<file path="src/rtl/alu8_pkg.sv">
// Shared types and constants for the 8-bit add/subtract unit.
package alu8_pkg;

    localparam int unsigned DATA_W = 8;

    // Registered condition flags consumed by the control unit for conditional jumps.
    typedef struct packed {
        logic carry;
        logic is_zero;
    } flags_t;

endpackage

</file>
<file path="src/rtl/alu_flags_reg.sv">
// Two-bit flags register with asynchronous clear and load enable.
module alu_flags_reg
    import alu8_pkg::*;
(
    input  logic   clk_i,
    input  logic   clr_i,
    input  logic   load_i,
    input  flags_t d_i,
    output flags_t q_o
);

    flags_t flags_d;
    flags_t flags_q;

    // Next state: load new flags only when enabled, otherwise hold.
    always_comb begin
        flags_d = flags_q;
        if (load_i) begin
            flags_d = d_i;
        end
    end

    // State register; clear takes priority over any clock edge.
    always_ff @(posedge clk_i or posedge clr_i) begin
        if (clr_i) begin
            flags_q <= '0;
        end else begin
            flags_q <= flags_d;
        end
    end

    assign q_o = flags_q;

endmodule

</file>
<file path="src/rtl/alu8.sv">
// 8-bit add/subtract unit: combinational result gated onto the bus, registered carry/zero flags.
module alu8
    import alu8_pkg::*;
(
    input  logic [DATA_W-1:0] a,
    input  logic [DATA_W-1:0] b,
    input  logic              sub,
    input  logic              en,
    input  logic              clk,
    input  logic              clr,
    input  logic              flag_en,
    output logic [DATA_W-1:0] ans,
    output logic              carry,
    output logic              is_zero
);

    logic [DATA_W:0]   sum;
    logic [DATA_W-1:0] b_op;
    logic [DATA_W-1:0] result;
    flags_t            flags_new;
    flags_t            flags_cur;

    // Adder/subtractor: subtraction is a + ~b + 1, so carry-out means "no borrow".
    always_comb begin
        b_op      = sub ? ~b : b;
        sum       = {1'b0, a} + {1'b0, b_op} + {{DATA_W{1'b0}}, sub};
        result    = sum[DATA_W-1:0];
        flags_new = '{carry: sum[DATA_W], is_zero: (result == '0)};
    end

    // Bus output is driven low rather than tri-stated; the bus mux lives outside.
    always_comb begin
        ans = en ? result : '0;
    end

    alu_flags_reg u_flags (
        .clk_i  (clk),
        .clr_i  (clr),
        .load_i (flag_en),
        .d_i    (flags_new),
        .q_o    (flags_cur)
    );

    assign carry   = flags_cur.carry;
    assign is_zero = flags_cur.is_zero;

endmodule

</file>
<file path="config.mk">
export PLATFORM = sky130hd
export DESIGN_NAME = alu8
export DESIGN_NICKNAME = d
export VERILOG_FILES = /design/src/rtl/alu8_pkg.sv /design/src/rtl/alu_flags_reg.sv /design/src/rtl/alu8.sv
export SDC_FILE = /design/constraint.sdc
export NUM_CORES = 1
export LEC_CHECK = 0
export CAP_MARGIN = 20
export CORE_AREA = 2 2 41 43
export CTS_CLUSTER_DIAMETER = 80
export DETAILED_ROUTE_END_ITERATION = 16
export DIE_AREA = 0 0 43 45
export PLACE_DENSITY = 0.77
export SYNTH_ARGS = -nofsm -noshare
export SYNTH_HDL_FRONTEND = slang
export SYNTH_HIERARCHICAL = 1
export SYNTH_SLANG_ARGS = --single-unit
export TNS_END_PERCENT = 1
</file>
<file path="constraint.sdc">
create_clock -name clk -period 4.6 [get_ports clk]
set_input_delay 0.92 -clock clk [delete_from_list [all_inputs] [get_ports clk]]
set_output_delay 0.92 -clock clk [all_outputs]
set_load 0.02 [all_outputs]
</file>
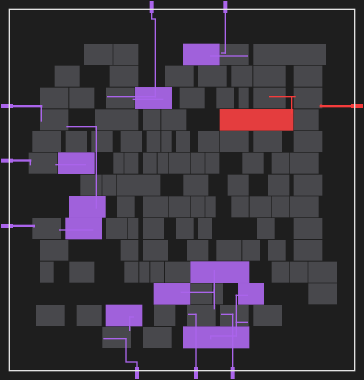
*Nets reached from selected ports, run 1*
Drawn at 8 px/um.
a: in purple, bits 8, direction input, edge 3 bottom, 3 left, 2 top, end cells 10, buffers 8, wire 109 um. is_zero: in red, bits 1, direction output, edge right, end cells 1, buffers 1, wire 9.30 um.
port bufs: 30
# IOs: 31

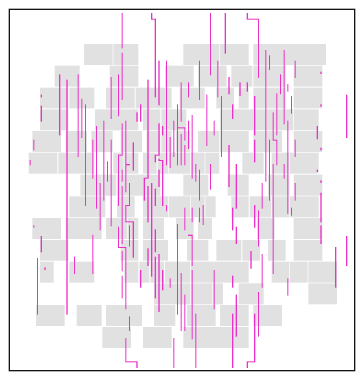
*The metal 2 layer, run 1*
Drawn at 8 px/um. Cells faint in the background.
120 nets have wire on it. The layer carries 657 um of wire. The longest straight run is 29.2 um. The wires run mostly vertical. The layer holds 49% of the routed length.
routed wire length: 1.34 mm
Via Count: 638
met2 usage: 0.276

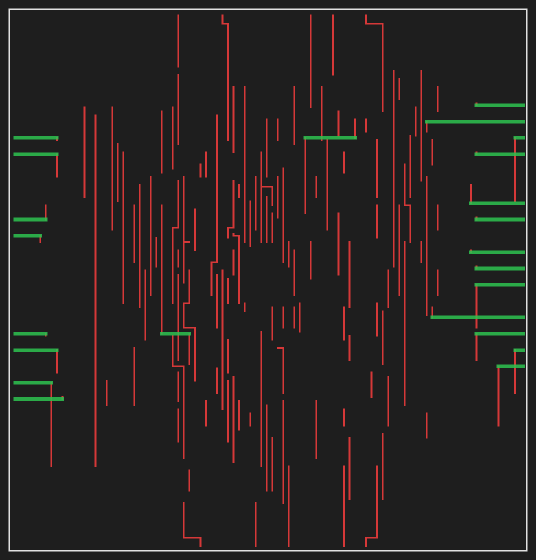
*Routed metal, one color a layer, run 1*
Drawn at 12 px/um. Only two layers are drawn.
metal 2: in red, wire length 657 um. metal 3: in green, wire length 82.1 um.
GR Util All Layers: 0.150
WL/cell: 10.8 um

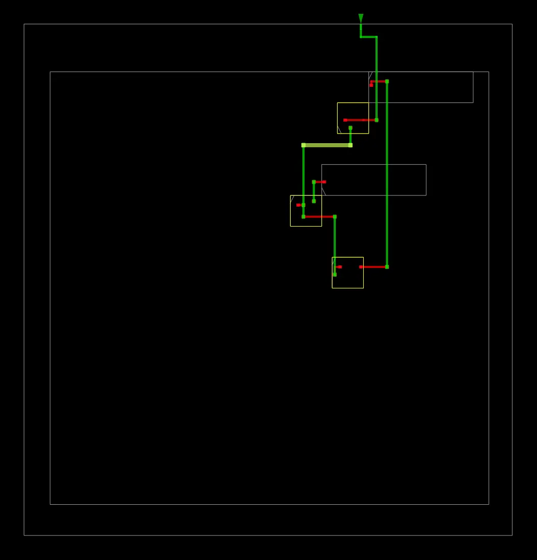
*Clock routing, run 1*
final-layout clock buffer total: 3
Clk power: 0.0386 mW
flop count: 2
CTS sink cnt: 2
TritonCTS Buffers: 3

-- run 1: cells in the final DEF, fill, tap and decap left out --
cell type,count
buf_4,8
nor3_1,2
nand4_1,1
and3_1,2
o311ai_1,1
fa_1,1
a21oi_1,5
or4_1,1
o221ai_2,1
and2_1,7
mux2i_1,1
mux2i_4,1
mux2_2,2
xor2_1,11
dlygate4sd2_1,1
o21ai_1,1
nand2b_1,1
nor3_2,1
clkbuf_4,3
or3_1,1
nand2_1,2
ha_1,7
a2111oi_2,1
dfrtp_1,2
a21o_1,2
clkbuf_2,1
nor3b_1,1
o21ai_0,3
and2_2,1
nor2_1,2
inv_1,4
clkdlybuf4s50_1,28
o22ai_1,1
o21a_1,1
a311oi_1,1
-- run 1: critical path, stage by stage --
cell	delay [ns]
clkdlybuf4s50_1	0.55
mux2i_4	0.25
inv_1	0.07
fa_1	0.37
and3_1	0.20
o21ai_1	0.17
a21oi_1	0.10
a311oi_1	0.31
and2_1	0.18
dlygate4sd2_1	0.33
-- run 1: power by group through the flow --
stage / Sequential, mW / Clock, mW / Combinational (mW)
after CTS: 0.0207 / 0.0402 / 0.165
after global routing: 0.0209 / 0.0411 / 0.183
after detailed placement: 0.0209 / 0 / 0.166
final: 0.0206 / 0.0386 / 0.166
after floorplan: 0.0234 / 0 / 0.0921
after global placement: 0.0208 / 0 / 0.162
-- run 1: cell families (layout without fill, tap and decap cells) --
family,after synthesis,count (layout),share of synthesized area
muxes,4,4,0.0944
DFF,2,2,0.0858
buffers and inverters,5,45,0.0451
and+or+nand+nor,22,22,0.228
xor gates and xnor gates,11,11,0.165
AOI/OAI and AO/OA,17,17,0.197
adders and majority gates,8,8,0.185
==> results_dict.tcl, run 1 <==
# collected from the flow reports
set metrics [dict create \
    status "finished clean" \
    buf_share 0.363 \
    p_total_mw 0.226 \
    post_cts_resized 2 \
    power_density_nw_per_um2 231 \
    stdcell_count 125 \
    gp_congestion 0.874 \
    edf_count 0 \
    p_sw_mw 0.0892 \
    whs_path_depth 1 \
    fp_util 0.396 \
    crit_path_end "ans[6]" \
    fin_crit_sh 0.950 \
    rsz0062_at_grt "no" \
    syn2layout_area_growth_pct 67.2 \
    p_int_mw 0.136 \
    tritoncts "done" \
    layout.nets 140 \
    ys_cells 69 \
    worstSkewPairLatency_ns 0.22 \
    tightestPinTransition_ns 0.399 \
    drive_above_1_share 0.174 \
    largest_register_ffs 2 \
    synth.top_cell.area_share 0.165 \
    crit_start "b[0]" \
    finalHoldViolCount 0 \
    yosys_area_sq_um 583 \
    finalInstanceArea_sq_um 975 \
    ys.flop_type "dfrtp_1" \
    async_reset_ff_frac 1.00 \
    post-route-drc-count 0 \
    sh_seq_area 0.0513 \
    cp.arrival_ns 3.45 \
    synthTopCellsByArea "xor2_1, ha_1, dfrtp_1, and2_1, a21oi_1" \
    die_w_um 43 \
    reg2regPathDepth 1 \
    hold_class "flop to flop" \
    required_ns 3.68 \
    dp_hpwl_mm 1.17 \
    design.core.area_sq_um 1470 \
    pre_cts_slack_ns -0.0993 \
    taps 16 \
    inverters_excl_clock 4 \
    first_iter_violations 7 \
    post-route-min-period_ns 4.37 \
    grt_pass1_vias 585 \
    fin_setup_tns_ns 0 \
    postCtsHoldBufs 0 \
    synth_area_sq_um 583 \
    comb_area_sq_um 513 \
    synth_cells 69 \
    ys_seq_share 0.0858 \
    combinationalPowerShare 0.737 \
    cp-end-kind "primary output" \
    met3_usage 0.0120 \
    routed.top_layer "met3" \
    leakage_nw 0.434 \
    syn_nets 98 \
    postRouteAntennaNets 0 \
    fillers 138 \
    peakVddDrop_uv 110 \
    worstSetupPathType "primary input to primary output" \
    netlist_top_cells_count "xor2_1, and2_1, ha_1" \
    hold_end "u_flags/q_o[0]" \
    grt_most_used_layer "met2" \
    top_area_cell "xor2_1" \
    setup_violations 0 \
    dominant-cell-class "logic gates" \
    hp-start "u_flags/q_o[0]" \
    p_clk_frac 0.171 \
    synth_flops 2 \
    std_cell_rows 14 \
    dr_wl_met2_um 656 \
    swShare 0.395 \
    holdWs_ns 0.498 \
    buffers_excl_clock 38 \
]
==> inputs of run 2 (changes only) <==
- GPL_TIMING_DRIVEN: unset -> 0
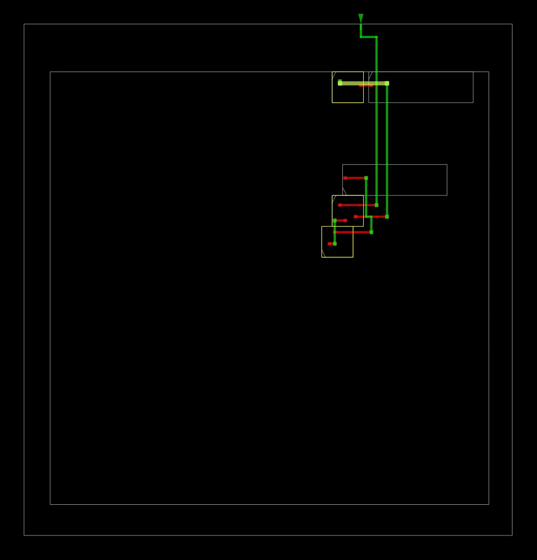
*Clock routing, run 2*
Clk power: 0.0378 mW
Latency at later pin: 0.22 ns

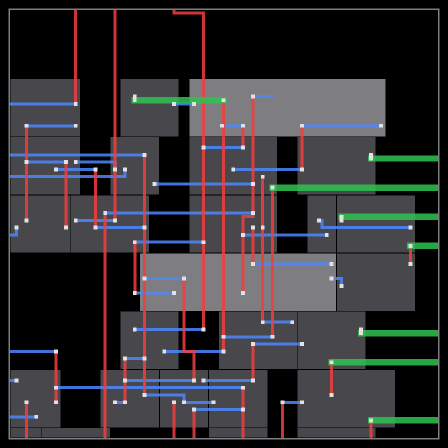
*Close-up of the layout, run 2*
Window x 22 to 42, y 24 to 44 um. Cells in gray, sequential cells in the stronger gray; small squares are vias.
metal 2: in red. metal 1: in blue. metal 3: in green.
Netlist names of flops here include u_flags/q_o (2). Most frequent: clkdlybuf4s50_1 (6), clkbuf_4 (3). Sequential cells in the window: 2. 22 logic cells have their middle in the window.

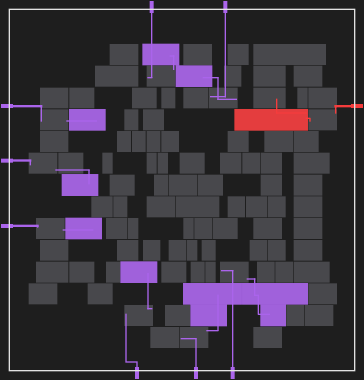
*Nets reached from selected ports, run 2*
Drawn at 8 px/um.
is_zero: in red, bits 1, direction output, edge right, end cells 1, buffers 1, wire 9.10 um. a: in purple, bits 8, direction input, edge 3 bottom, 3 left, 2 top, end cells 10, buffers 8, wire 98.7 um.
port bufs: 29

==> run 2 against run 1 <==
Compared with the run above: largest cell class unchanged; sequential share of layout area grew 0.20 points; worst setup slack lost 0.052 ns; first-iteration DRC count shrank 29%; total power shrank 3.5%; critical path depth is the same; critical path type unchanged; register-to-register slack is essentially flat.
==> results_dict.tcl, run 2 <==
# collected from the flow reports
set metrics [dict create \
    cp-end-kind "primary output" \
    tightestPinTransition_ns 0.407 \
    layout_top_cell "clkdlybuf4s50_1" \
    p_sw_mw 0.0883 \
    taps 16 \
    combinationalPowerShare 0.731 \
    dp_hpwl_mm 1.06 \
    drt-total-wl_mm 1.32 \
    dominant-cell-class "logic gates" \
    buffers_excl_clock 31 \
    inverters_excl_clock 4 \
    leakage_nw 0.431 \
    yosys_area_sq_um 583 \
    edf_count 0 \
    first_iter_violations 5 \
    grt_pass1_vias 560 \
    tritoncts "done" \
    simple_gate_share 0.227 \
    rsz0062_at_grt "no" \
    power_density_nw_per_um2 232 \
    synth.cellmix.compoundShare 0.197 \
    setup_violations 0 \
    stdcell_count 118 \
    std_cell_rows 14 \
    vias 633 \
    gp_congestion 0.689 \
    n_sequential_cell 2 \
    required_ns 3.68 \
    postRouteAntennaNets 0 \
    cpPeakStageDelay_ns 0.55 \
    grt_use_total 0.157 \
    synth_flops 2 \
    logic_family "simple AND/OR/NAND/NOR gates" \
    design.core.area_sq_um 1470 \
    largest_register_ffs 2 \
    adder_share 0.185 \
    sh_seq_area 0.0533 \
    crit_start "b[0]" \
    finalHoldViolCount 0 \
    synth.top_cell.area_share 0.165 \
    nClkBuffers 3 \
    ys_sh_mux 0.0944 \
    die_w_um 43 \
    buf_share 0.333 \
    netlist_top_cells_count "xor2_1, and2_1, ha_1" \
    p_clk_frac 0.174 \
    cp.arrival_ns 3.50 \
    numCtsBuffers 3 \
    layout.nets 133 \
    post-route-min-period_ns 4.42 \
    ys.flop_type "dfrtp_1" \
    synth_cells 69 \
    hp-start "u_flags/q_o[1]" \
    path_delay_family "buffers and inverters" \
    ys_seq_share 0.0858 \
    hold_class "flop to flop" \
    status "finished clean" \
    post_drt_wl_per_cell_um 11.2 \
    fp_util 0.396 \
    ys_cells 69 \
    worstSetupPathType "primary input to primary output" \
    syn_nets 98 \
    slowest_stage "clkdlybuf4s50_1" \
    dr_wl_met2_um 661 \
    peakVddDrop_uv 90.9 \
]
[run 2: timing repair]
action                                  4_1_cts  5_1_grt
gates resized                                 2        4
pin swaps                                     0        1
cloned                                        0        0
setup buffers                                 0        1
endpoints found under the setup margin        1        2
[run 2: final timing paths]
path,end,slack (ns),cells past startpoint
worst max-delay path,ans[6],0.18,10
worst min-delay path,u_flags/q_o[1],0.50,1
max in group asynchronous,u_flags/q_o[1],3.63,2
worst max register to register,u_flags/q_o[0],3.86,1
worst min register to register,u_flags/q_o[1],0.50,1
min in group asynchronous,u_flags/q_o[0],0.85,2
[run 2: logic make-up (layout without fill, tap and decap cells)]
family | count (synthesis) | in the layout
simple gates | 22 | 22
compound gates | 17 | 17
flops | 2 | 2
buf+inv | 5 | 38
xor+xnor | 11 | 11
fa+ha+maj | 8 | 8
mux | 4 | 4
[run 2: layer usage]
layer	track usage	up-vias
met5	0	-
met2	0.282	29
li1	-	322
met4	0.0545	0
met1	0.182	282
met3	0.0400	0
[run 2: metrics by stage]
step	power [mW]	utilization	setup TNS, ns	worst slack (ns)	instance area (sq um)
after global placement	0.170	0.607	-0.201	-0.201	893
after detailed placement	0.173	0.607	-0.248	-0.248	893
final	0.218	0.638	0	0.179	938
after CTS	0.212	0.626	0	0.0727	921
after floorplan	0.115	-	0	0.980	583
after global routing	0.238	0.638	0	0.0166	938
[run 2: power by group through the flow]
stage / combinational [mW] / sequential [mW] / clock (mW)
after CTS: 0.154 / 0.0207 / 0.0378
final: 0.159 / 0.0206 / 0.0378
after global placement: 0.149 / 0.0208 / 0
after floorplan: 0.0921 / 0.0234 / 0
after global routing: 0.175 / 0.0209 / 0.0420
after detailed placement: 0.152 / 0.0209 / 0
==> inputs of run 3 (changes only) <==
- CELL_PAD_IN_SITES_DETAIL_PLACEMENT: unset -> 0
- CELL_PAD_IN_SITES_GLOBAL_PLACEMENT: unset -> 2
- CORE_AREA: 2 2 41 43 -> 2 2 42 74
- DIE_AREA: 0 0 43 45 -> 0 0 44 76
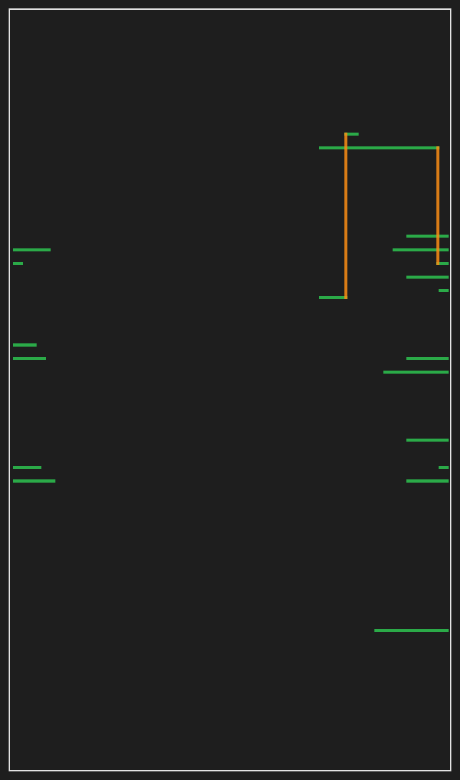
*Routed metal, one color a layer, run 3*
Drawn at 10 px/um. Only two layers are drawn.
metal 4: in orange, wire length 27.9 um. metal 3: in green, wire length 71.5 um.
routed wire length: 1.43 mm
Via Count: 621
GR Util All Layers: 0.0909

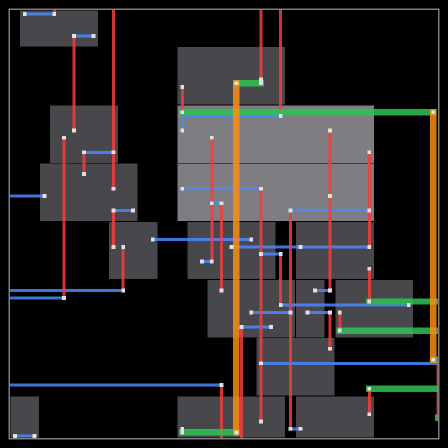
*Close-up of the layout, run 3*
Window x 23 to 43, y 47 to 67 um. Cells in gray, sequential cells in the stronger gray; small squares are vias.
metal 2: in red. metal 4: in orange. metal 1: in blue. metal 3: in green.
Most frequent: clkdlybuf4s50_1 (5). 15 logic cells have their middle in the window. Sequential cells in the window: 2. Netlist names of flops here include u_flags/q_o (2).

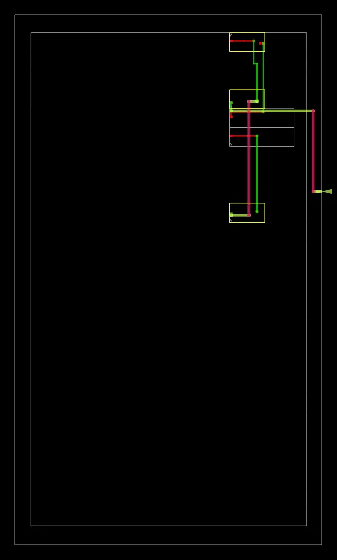
*Clock routing, run 3*
Latency at later pin: 0.21 ns
Setup Skew: 0 ns
Clk power: 0.0696 mW

==> run 3 against run 2 <==
Compared with the run above: synthesized cell count did not move; non-clock buffer count is 1 lower; critical endpoint unchanged; clock-buffer cell count is the same; first-iteration DRC count went up to 3.0 times the previous value; synthesized area unchanged.
==> results_dict.tcl, run 3 <==
# collected from the flow reports
set metrics [dict create \
    status "finished clean" \
    tightestPinTransition_ns 0.395 \
    cpPeakStageDelay_ns 0.55 \
    grt_first_pass_wirelength_mm 2.30 \
    syn2layout_area_growth_pct 65.7 \
    ys_cells 69 \
    fillers 299 \
    finalMaxSlewViolations 0 \
    met3_usage 0.0142 \
    p_total_mw 0.247 \
    finalHoldViolCount 0 \
    placed_area_sq_um 908 \
    power_density_nw_per_um2 256 \
    reg2regPathDepth 1 \
    fin_crit_sh 0.966 \
    netlist_top_cells_count "xor2_1, and2_1, ha_1" \
    fp_util 0.208 \
    gp_congestion 0.648 \
    cp.arrival_ns 3.53 \
    dr.pass1.iters 4 \
    grt_start_max_net_pins 9 \
    post-route-drc-count 0 \
    peakVddDrop_uv 65.0 \
    worstSetupPathType "primary input to primary output" \
    top_area_cell "xor2_1" \
    crit_path_end "ans[6]" \
    grt_use_met1 0.0883 \
    clock_sinks 2 \
    tritoncts "done" \
    dp_hpwl_mm 1.24 \
    max_freq_mhz 225 \
    setup_violations 0 \
    dieArea_sq_um 3340 \
    antenna_found_initial 0 \
    synth_area_sq_um 583 \
    crit_fanout 4 \
    cts.root.buffer_cell "clkbuf_8" \
    layout.nets 132 \
    synthTopCellsByArea "xor2_1, ha_1, dfrtp_1, and2_1, a21oi_1" \
    timing.rr.end "u_flags/q_o[0]" \
    synth.top_cell.area_share 0.165 \
    rsz0062_at_grt "yes" \
    holdWs_ns 0.503 \
    required_ns 3.68 \
    hold_class "flop to flop" \
    fin_util 0.345 \
    grt_util_met2 0.166 \
    finalInstanceArea_sq_um 966 \
    numCtsBuffers 3 \
    warnings 27 \
    post-cts-setup-buffers 0 \
    io_pins 31 \
    pre_cts_slack_ns -0.274 \
    post_drt_wl_per_cell_um 11.1 \
    design.core.area_sq_um 2800 \
    cts_buffer_depth 2 \
    stdcell_count 129 \
    comb_area_sq_um 523 \
    yosys_area_sq_um 583 \
    slowest_stage "clkdlybuf4s50_1" \
    ys.flop_type "dfrtp_1" \
    synth_flops 2 \
    cp_cell_sequence "clkdlybuf4s50_1 -> mux2i_4 -> inv_1 -> fa_1 -> and3_1 -> o21ai_2 -> a21oi_1 -> a311oi_2 -> and2_1 -> clkdlybuf4s15_1" \
    n_antenna_cell 0 \
    fin_setup_tns_ns 0 \
    synth.cellmix.compoundShare 0.197 \
    grt_pass1_vias 574 \
    largest_register_ffs 2 \
    setup_slack_ns 0.154 \
    grt_most_used_layer "met2" \
    xor_share 0.165 \
    async_reset_ff_frac 1.00 \
    io_buffers 29 \
    synth_area_per_cell_sq_um 8.45 \
    syn_nets 98 \
    clk_pin_slew_ns 0.03 \
    rr_startpoint "u_flags/q_o[0]" \
    die_w_um 44 \
    ff2ff_setup_slack_ns 3.86 \
    logic_family "simple AND/OR/NAND/NOR gates" \
    post-route-min-period_ns 4.45 \
    flop_area_sq_um 50.0 \
    std_cell_rows 26 \
    relSlewSlack 0.732 \
    final_cell_mix "clkdlybuf4s50_1, xor2_1, and2_1, ha_1, a21oi_1" \
    dieHeight_um 76 \
    crit_start "b[0]" \
    ys_types 31 \
    synthMostInstantiatedCell "xor2_1" \
    edf_count 0 \
    simple_gate_share 0.227 \
    postRouteAntennaNets 0 \
    via_per_inst 4.81 \
    drive_above_1_share 0.129 \
    maxCapViolations 0 \
    first_iter_violations 15 \
    synth_cells 69 \
    start_kind "primary input" \
    cp-end-kind "primary output" \
    leakage_nw 0.406 \
    yosys_warnings 6 \
    grt-ovfl-total 0 \
    ys_seq_share 0.0858 \
    adder_share 0.185 \
    layout_top_cell "clkdlybuf4s50_1" \
    ys_sh_mux 0.0944 \
]
[run 3: netlist changes by cell type in the layout (fill, tap and decap cells not counted), moves of 2 or more]
cell / delta
clkbuf_8: +3
clkdlybuf4s50_1: +2
dlymetal6s2s_1: -2
clkbuf_4: -3
[run 3: critical path: cells and delay by family]
kind / cells / cell delay, ns
adders and majority gates: 1 / 0.40
AOI/OAI and AO/OA: 3 / 0.60
and+or+nand+nor: 2 / 0.39
muxes: 1 / 0.30
buffers and inverters: 3 / 0.92
[run 3: worst min-delay path by stage]
| stage | from | to | depth (start not counted) |
|---|---|---|---|
| finish | u_flags/q_o[1] | u_flags/q_o[1] | 1 |
| global route | u_flags/q_o[1] | u_flags/q_o[1] | 1 |
| CTS | u_flags/q_o[1] | u_flags/q_o[1] | 1 |
| detailed placement | u_flags/q_o[1] | u_flags/q_o[1] | 1 |
| global placement | u_flags/q_o[1] | u_flags/q_o[1] | 1 |
| floorplan | u_flags/q_o[0] | u_flags/q_o[0] | 1 |
[run 3: what timing repair did]
action,CTS,global route
setup endpoints to repair,1,2
cloned,0,0
resized,2,4
hold buffers,0,0
[run 3: area by class of cell]
cell class,count,share of cell area
Timing Repair Buffer,29,0.301
Inverter,4,0.0155
Sequential cell,2,0.0518
Tap cell,28,0.0363
Buffer,1,0.0117
Clock buffer,3,0.0427
Multi-Input combinational cell,62,0.541
[run 3: layer usage]
metal  up-vias  routed length [um]
li1        317                   -
met5         -                   0
met3         4                  71
met1       281                 509
met2        19                 823
met4         0                  27
[run 3: report_power, final]
part / leakage, nW / switching [mW] / internal, mW
combinational: 0.358 / 0.0776 / 0.0795
clock: 0.0216 / 0.0142 / 0.0554
sequential: 0.0262 / 0.000899 / 0.0198
Power figures rest on the tool's default switching activity, not on a simulated workload.
